### src/rtl/rx_seq_fsm_if.sv
// Decoded-block bus into rx_seq_fsm and checked-block bus out of it.
// The master side drives decoder blocks; the slave side is the sequence checker.
interface rx_seq_fsm_if #(
  parameter int unsigned DATA_W = 64,
  parameter int unsigned KEEP_W = DATA_W / 8,
  parameter int unsigned CNT_W  = 16
);
  logic              lock_v_i;
  logic              valid_i;
  logic              ctrl_v_i;
  logic              idle_v_i;
  logic              start_v_i;
  logic              term_v_i;
  logic              err_v_i;
  logic              ord_v_i;
  logic [DATA_W-1:0] data_i;
  logic [KEEP_W-1:0] keep_i;

  logic              valid_o;
  logic              ctrl_v_o;
  logic              idle_v_o;
  logic              start_v_o;
  logic              term_v_o;
  logic              err_v_o;
  logic              ord_v_o;
  logic [DATA_W-1:0] data_o;
  logic [KEEP_W-1:0] keep_o;
  logic [2:0]        state_o;
  logic [CNT_W-1:0]  err_cnt_o;

  modport master (
    output lock_v_i, valid_i, ctrl_v_i, idle_v_i, start_v_i, term_v_i, err_v_i, ord_v_i,
           data_i, keep_i,
    input  valid_o, ctrl_v_o, idle_v_o, start_v_o, term_v_o, err_v_o, ord_v_o,
           data_o, keep_o, state_o, err_cnt_o
  );

  modport slave (
    input  lock_v_i, valid_i, ctrl_v_i, idle_v_i, start_v_i, term_v_i, err_v_i, ord_v_i,
           data_i, keep_i,
    output valid_o, ctrl_v_o, idle_v_o, start_v_o, term_v_o, err_v_o, ord_v_o,
           data_o, keep_o, state_o, err_cnt_o
  );
endinterface

### src/rtl/rx_seq_fsm.sv
// Receive block-sequence checker: holds one decoded block, judges it against the
// next valid block (one-block lookahead) and emits it either unchanged or as an error block.
module rx_seq_fsm #(
  parameter int unsigned DATA_W = 64,
  parameter int unsigned KEEP_W = DATA_W / 8,
  parameter int unsigned CNT_W  = 16
) (
  input  logic         clk,
  input  logic         nreset,
  rx_seq_fsm_if.slave  bus
);
  localparam logic [2:0] ST_INIT = 3'd0;
  localparam logic [2:0] ST_C    = 3'd1;
  localparam logic [2:0] ST_D    = 3'd2;
  localparam logic [2:0] ST_T    = 3'd3;
  localparam logic [2:0] ST_E    = 3'd4;

  localparam logic [2:0] BK_C = 3'd0;
  localparam logic [2:0] BK_S = 3'd1;
  localparam logic [2:0] BK_T = 3'd2;
  localparam logic [2:0] BK_D = 3'd3;
  localparam logic [2:0] BK_E = 3'd4;

  localparam logic [CNT_W-1:0] CNT_MAX = '1;

  typedef struct packed {
    logic              ctrl;
    logic              idle;
    logic              start;
    logic              term;
    logic              err;
    logic              ord;
    logic [DATA_W-1:0] data;
    logic [KEEP_W-1:0] keep;
  } blk_t;

  // First matching rule wins: error, start, terminate, other control, data.
  function automatic logic [2:0] classify(input blk_t b);
    if (b.err)                return BK_E;
    else if (b.ctrl && b.start) return BK_S;
    else if (b.ctrl && b.term)  return BK_T;
    else if (b.ctrl)            return BK_C;
    else                        return BK_D;
  endfunction

  logic [2:0]        state;
  logic [2:0]        state_nxt;
  logic              held;
  logic              held_nxt;
  blk_t              cur;
  blk_t              cur_nxt;
  blk_t              in_blk;
  blk_t              out_nxt;
  blk_t              out_blk;
  logic [2:0]        in_cls;
  logic [2:0]        cur_cls;
  logic              la_ok;
  logic              fire;
  logic              valid_q;
  logic [CNT_W-1:0]  err_cnt;
  logic [DATA_W-1:0] err_data;

  assign in_blk = {bus.ctrl_v_i, bus.idle_v_i, bus.start_v_i, bus.term_v_i,
                   bus.err_v_i, bus.ord_v_i, bus.data_i, bus.keep_i};

  // Error payload: every byte 8'hFE, built bitwise so any DATA_W is legal.
  always_comb begin
    err_data = '0;
    for (int i = 0; i < int'(DATA_W); i++) begin
      err_data[i] = (i % 8) != 0;
    end
  end

  // State register.
  always_ff @(posedge clk or negedge nreset) begin
    if (!nreset) state <= ST_INIT;
    else         state <= state_nxt;
  end

  // Next state, pipeline update and output payload selection.
  always_comb begin
    state_nxt = state;
    held_nxt  = held;
    cur_nxt   = cur;
    fire      = 1'b0;
    in_cls    = classify(in_blk);
    cur_cls   = classify(cur);
    la_ok     = (in_cls == BK_C) || (in_cls == BK_S);

    if (!bus.lock_v_i) begin
      state_nxt = ST_INIT;
      held_nxt  = 1'b0;
    end else if (bus.valid_i) begin
      held_nxt = 1'b1;
      cur_nxt  = in_blk;
      fire     = held;
      if (held) begin
        case (state)
          ST_D: begin
            if (cur_cls == BK_D)                 state_nxt = ST_D;
            else if ((cur_cls == BK_T) && la_ok) state_nxt = ST_T;
            else                                 state_nxt = ST_E;
          end
          ST_E: begin
            if (cur_cls == BK_C)                 state_nxt = ST_C;
            else if (cur_cls == BK_D)            state_nxt = ST_D;
            else if ((cur_cls == BK_T) && la_ok) state_nxt = ST_T;
            else                                 state_nxt = ST_E;
          end
          default: begin
            if (cur_cls == BK_C)      state_nxt = ST_C;
            else if (cur_cls == BK_S) state_nxt = ST_D;
            else                      state_nxt = ST_E;
          end
        endcase
      end
    end

    out_nxt     = cur;
    out_nxt.err = 1'b0;
    if (state_nxt == ST_E) begin
      out_nxt      = '0;
      out_nxt.ctrl = 1'b1;
      out_nxt.err  = 1'b1;
      out_nxt.data = err_data;
    end
  end

  // Pipeline holding register and registered outputs; payload holds between beats.
  always_ff @(posedge clk or negedge nreset) begin
    if (!nreset) begin
      held    <= 1'b0;
      cur     <= '0;
      valid_q <= 1'b0;
      out_blk <= '0;
      err_cnt <= '0;
    end else begin
      held    <= held_nxt;
      cur     <= cur_nxt;
      valid_q <= fire;
      if (fire) begin
        out_blk <= out_nxt;
        if ((state_nxt == ST_E) && (err_cnt != CNT_MAX)) begin
          err_cnt <= err_cnt + CNT_W'(1);
        end
      end
    end
  end

  assign bus.valid_o   = valid_q;
  assign bus.ctrl_v_o  = out_blk.ctrl;
  assign bus.idle_v_o  = out_blk.idle;
  assign bus.start_v_o = out_blk.start;
  assign bus.term_v_o  = out_blk.term;
  assign bus.err_v_o   = out_blk.err;
  assign bus.ord_v_o   = out_blk.ord;
  assign bus.data_o    = out_blk.data;
  assign bus.keep_o    = out_blk.keep;
  assign bus.state_o   = state;
  assign bus.err_cnt_o = err_cnt;
endmodule

### src/flat_wrapper.sv
// flat-port wrapper written by rule: the top's interface ports become plain ports
module rx_seq_fsm_flat 
#(
  parameter int unsigned DATA_W = 64,
  parameter int unsigned KEEP_W = DATA_W / 8,
  parameter int unsigned CNT_W  = 16
)
  (clk, nreset, bus_lock_v_i, bus_valid_i, bus_ctrl_v_i, bus_idle_v_i, bus_start_v_i, bus_term_v_i, bus_err_v_i, bus_ord_v_i, bus_data_i, bus_keep_i, bus_valid_o, bus_ctrl_v_o, bus_idle_v_o, bus_start_v_o, bus_term_v_o, bus_err_v_o, bus_ord_v_o, bus_data_o, bus_keep_o, bus_state_o, bus_err_cnt_o);
  rx_seq_fsm_if #(.DATA_W(DATA_W), .KEEP_W(KEEP_W), .CNT_W(CNT_W)) bus_i ();
  input  logic clk;
  input  logic nreset;
  input wire logic [$bits(bus_i.lock_v_i)-1:0] bus_lock_v_i;
  input wire logic [$bits(bus_i.valid_i)-1:0] bus_valid_i;
  input wire logic [$bits(bus_i.ctrl_v_i)-1:0] bus_ctrl_v_i;
  input wire logic [$bits(bus_i.idle_v_i)-1:0] bus_idle_v_i;
  input wire logic [$bits(bus_i.start_v_i)-1:0] bus_start_v_i;
  input wire logic [$bits(bus_i.term_v_i)-1:0] bus_term_v_i;
  input wire logic [$bits(bus_i.err_v_i)-1:0] bus_err_v_i;
  input wire logic [$bits(bus_i.ord_v_i)-1:0] bus_ord_v_i;
  input wire logic [$bits(bus_i.data_i)-1:0] bus_data_i;
  input wire logic [$bits(bus_i.keep_i)-1:0] bus_keep_i;
  output wire logic [$bits(bus_i.valid_o)-1:0] bus_valid_o;
  output wire logic [$bits(bus_i.ctrl_v_o)-1:0] bus_ctrl_v_o;
  output wire logic [$bits(bus_i.idle_v_o)-1:0] bus_idle_v_o;
  output wire logic [$bits(bus_i.start_v_o)-1:0] bus_start_v_o;
  output wire logic [$bits(bus_i.term_v_o)-1:0] bus_term_v_o;
  output wire logic [$bits(bus_i.err_v_o)-1:0] bus_err_v_o;
  output wire logic [$bits(bus_i.ord_v_o)-1:0] bus_ord_v_o;
  output wire logic [$bits(bus_i.data_o)-1:0] bus_data_o;
  output wire logic [$bits(bus_i.keep_o)-1:0] bus_keep_o;
  output wire logic [$bits(bus_i.state_o)-1:0] bus_state_o;
  output wire logic [$bits(bus_i.err_cnt_o)-1:0] bus_err_cnt_o;
  assign bus_i.lock_v_i = bus_lock_v_i;
  assign bus_i.valid_i = bus_valid_i;
  assign bus_i.ctrl_v_i = bus_ctrl_v_i;
  assign bus_i.idle_v_i = bus_idle_v_i;
  assign bus_i.start_v_i = bus_start_v_i;
  assign bus_i.term_v_i = bus_term_v_i;
  assign bus_i.err_v_i = bus_err_v_i;
  assign bus_i.ord_v_i = bus_ord_v_i;
  assign bus_i.data_i = bus_data_i;
  assign bus_i.keep_i = bus_keep_i;
  assign bus_valid_o = bus_i.valid_o;
  assign bus_ctrl_v_o = bus_i.ctrl_v_o;
  assign bus_idle_v_o = bus_i.idle_v_o;
  assign bus_start_v_o = bus_i.start_v_o;
  assign bus_term_v_o = bus_i.term_v_o;
  assign bus_err_v_o = bus_i.err_v_o;
  assign bus_ord_v_o = bus_i.ord_v_o;
  assign bus_data_o = bus_i.data_o;
  assign bus_keep_o = bus_i.keep_o;
  assign bus_state_o = bus_i.state_o;
  assign bus_err_cnt_o = bus_i.err_cnt_o;
  rx_seq_fsm #(.DATA_W(DATA_W), .KEEP_W(KEEP_W), .CNT_W(CNT_W)) u_core (.clk(clk), .nreset(nreset), .bus(bus_i));
endmodule
### config.mk
export PLATFORM = sky130hd
export DESIGN_NAME = rx_seq_fsm_flat
export DESIGN_NICKNAME = d
export VERILOG_FILES = /design/src/rtl/rx_seq_fsm_if.sv /design/src/rtl/rx_seq_fsm.sv /design/src/flat_wrapper.sv
export SDC_FILE = /design/constraint.sdc
export NUM_CORES = 1
export LEC_CHECK = 0
export CORE_MARGIN = 8
export CORE_UTILIZATION = 44
export DETAILED_ROUTE_END_ITERATION = 10
export PLACE_DENSITY = 0.85
export SLEW_MARGIN = 25
export SYNTH_ARGS = -nofsm -noshare
export SYNTH_HDL_FRONTEND = slang
export SYNTH_SLANG_ARGS = --single-unit
### constraint.sdc
create_clock -name clk -period 1.91 [get_ports clk]
set_input_delay 0.191 -clock clk [delete_from_list [all_inputs] [get_ports clk]]
set_output_delay 0.191 -clock clk [all_outputs]
set_load 0.05 [all_outputs]
Run 1, routed metal per tile:
28 x 28 tiles, from black (low) to pale yellow (high), scaled to the fullest tile. Values are wire area over tile area, all layers added.
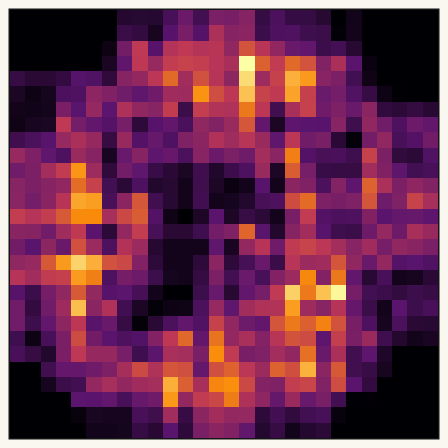
mean over tiles: 0.14
tiles over half the peak: 15%
fullest tile: 0.51
nearly empty tiles: 14%
Vias: 5,270
routed len/inst: 17.4 um

Run 1, wires at chosen ports, followed through buffers:
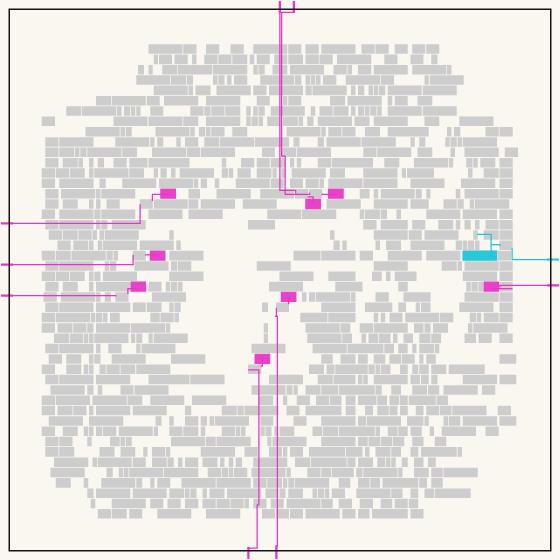
[magenta] bus_keep_i | bits: 8 | direction: input | edge: 3 left, 2 bottom, 2 top, 1 right | end cells: 8 | wire: 373 um
[cyan] bus_idle_v_o | bits: 1 | direction: output | edge: right | end cells: 1 | wire: 25.9 um
IO Count: 180
number of port buffers: 179

==> results_slide.txt, run 1 <==
Synthesis and Place & Route Summary

Worst setup path
  • Crit path required time: 2220 ps
  • Buf+Inv Stages, Crit Path: 2
  • Worst path slowest cell: dfrtp_1
  • Max incr delay on CP: 390 ps
  • CP max FO: 15

Run status
  • Status: finished clean

Pwr
  • PD cells: 1290 nW/um^2
  • Total sequential power: 4.97 mW

Synth
  • Simple-Gate Area Share: 0.179
  • Register share after synthesis: 0.632
  • Synthesized cell area: 7010 um^2
  • Adder share: 0.00179

Clock tree
  • CTS Buf Count: 17
  • Hold-fix buffers at CTS: 1
  • Clock Path Buffers: 2

Final timing
  • Fin. max-slew vios: 0
  • Setup_tns: 0 ps
  • Worst-margin pin slew: 567 ps

Global routing
  • Vias in the first global route: 5,391
  • Largest net degree at the start of global routing: 58
  • Grt ovf: 0

Place
  • Post-DP Area: 9350 um^2
  • Dpl ws: -182 ps

Die
  • Init Core Util: 0.446
  • Die width: 142 um

Routing
  • Pre-Repair DR Iteration Count: 4

Layout
  • Multi-input logic area: 2520 um^2
  • Non-filler cells, final: 1,041
Run 1, the metal 3 layer:
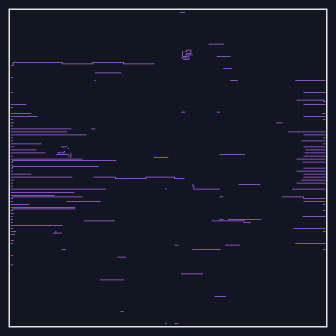
nets with wire on the layer: 111
wire length on this layer: 1,200 um
longest straight run: 46.5 um
main direction: horizontal

run 1: how the worst max path moves through the flow:
stage	cells after the start	endpoint	slack, ps
floorplan	10	u_core.bus.err_cnt_o[10]$_DFFE_PN0P_	-200
global placement	7	u_core.bus.err_cnt_o[1]$_DFFE_PN0P_	-150
detailed placement	8	u_core.bus.data_o[56]$_DFFE_PN0P_	-180
CTS	1	bus_state_o[0]	3
global route	8	u_core.bus.err_cnt_o[11]$_DFFE_PN0P_	-60
finish	8	u_core.bus.err_cnt_o[11]$_DFFE_PN0P_	3
run 1: cell type report:
type / instances / area share
flip-flops and latches: 177 / 0.437
diodes: 1 / 0.000246
clock inverters: 12 / 0.0176
inverters: 4 / 0.00148
repair buffers: 220 / 0.223
multi-input cells: 391 / 0.248
well taps: 216 / 0.0266
clock buffers: 20 / 0.0459
==> run 2: changes to the inputs <==
--- a/config.mk
+++ b/config.mk
@@ -9,7 +9,8 @@
 export CORE_UTILIZATION = 44
 export DETAILED_ROUTE_END_ITERATION = 10
 export PLACE_DENSITY = 0.85
-export SLEW_MARGIN = 25
+export SLEW_MARGIN = 20
 export SYNTH_ARGS = -nofsm -noshare
 export SYNTH_HDL_FRONTEND = slang
 export SYNTH_SLANG_ARGS = --single-unit
+export TNS_END_PERCENT = 20
Run 2, sequential cells coloured by netlist name:
Other sequential cells in the stronger grey, the rest of the logic in the fainter grey.
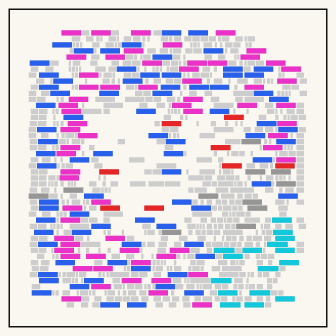
[blue] u_core.cur | placed flops: 78 | where: widely spread
[magenta] u_core.bus.data_o | placed flops: 64 | where: widely spread
[red] u_core.bus.keep_o | placed flops: 8
[cyan] u_core.bus.err_cnt_o | placed flops: 16 | where: lower right
not coloured: 11
Core Util, Final: 0.639
total sequential power: 4.96 mW
Sequential Area: 4440 um^2
flop share of the area: 0.442

Run 2, routed metal per tile:
28 x 28 tiles, from black (low) to pale yellow (high), scaled to the fullest tile. Values are wire area over tile area, all layers added.
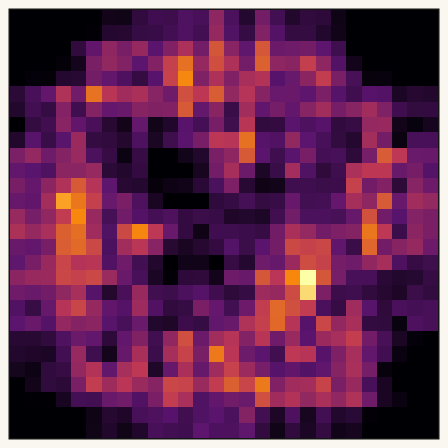
mean over tiles: 0.14
tiles over half the peak: 9.7%
fullest tile: 0.57
nearly empty tiles: 13%

Run 2, the metal 3 layer:
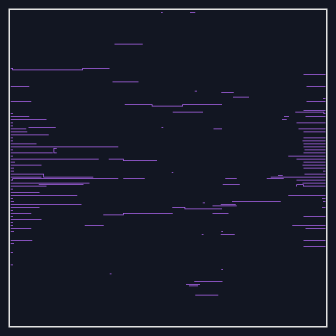
share of all routed wire: 6.8%
main direction: horizontal
wire length on this layer: 1,240 um
Routed WL: 18.1 mm
grt met3 use: 0.0614

==> results_slide.txt, run 2 <==
Synthesis and Place & Route Summary

Run status
  • Status: finished with violations (was finished clean)
  • Failing checks: negative setup slack

Place
  • Dpl ws: -192 ps (was -182 ps)

Clock tree
  • Clock Path Buffers: 2 (unchanged)
  • CTS Buf Count: 17 (unchanged)
  • Hold-fix buffers at CTS: 1 (unchanged)

Routing
  • Routed len/inst: 17.4 um (about the same)
  • Vias: 5,256 (was 5,270)

Final timing
  • Setup_tns: -20.0 ps (was 0 ps)
  • Worst-margin pin slew: 576 ps (was 567 ps)
  • Fin. max-slew vios: 0 (unchanged)
  • Setup ws final: -20.0 ps (was 3.37 ps)
  • Setup-failing EPs final: 1 (was 0)

Global routing
  • Largest net degree at the start of global routing: 64 (was 58)
  • Grt ovf: 0 (unchanged)
  • Vias in the first global route: 5,524 (was 5,391)

Layout
  • Multi-input logic area: 2510 um^2 (was 2520 um^2)
  • Non-filler cells, final: 1,041 (unchanged)

Worst setup path
  • Max incr delay on CP: 420 ps (was 390 ps)
  • Worst path slowest cell: dfrtp_1 (unchanged)
  • CP max FO: 16 (was 15)
  • CP endpoint: u_core.bus.err_cnt_o[1]$_DFFE_PN0P_ (was u_core.bus.err_cnt_o[11]$_DFFE_PN0P_)
  • Critical path depth: 6 (was 8)
  • Buf+Inv Stages, Crit Path: 1 (was 2)
  • Crit path required time: 2220 ps (about the same)

Die
  • Init Core Util: 0.446 (unchanged)
  • IO Count: 180 (unchanged)
  • Die width: 142 um (unchanged)

Pwr
  • PD cells: 1260 nW/um^2 (was 1290 nW/um^2)

Synth
  • Synthesized cell area: 7010 um^2 (unchanged)
[run 2: area by class of cell]
cell class                 instances  area share
sequential                       177       0.442
timing repair buffer             221       0.224
multi-input combinational        391       0.250
tap                              216      0.0269
inverter                           4     0.00150
clock buffer                      24      0.0470
clock inverter                     8     0.00810
[run 2: kinds of logic after synthesis]
| family | share of synthesized area |
|---|---|
| multiplexers | 0.127 |
| XOR/XNOR | 0.0187 |
| adder cells (fa/ha/maj) | 0.00179 |
| buffers and inverters | 0.0257 |
| AND-OR/OR-AND | 0.0161 |
| AND/OR/NAND/NOR | 0.179 |
| flip-flops | 0.632 |
[run 2: where the power goes]
part           switching, mW  leakage, nW  internal [mW]
clock network           1.43        0.264           1.87
logic                   2.74         2.14           1.61
registers              0.446         2.08           4.51
Power and IR drop assume default switching activity.
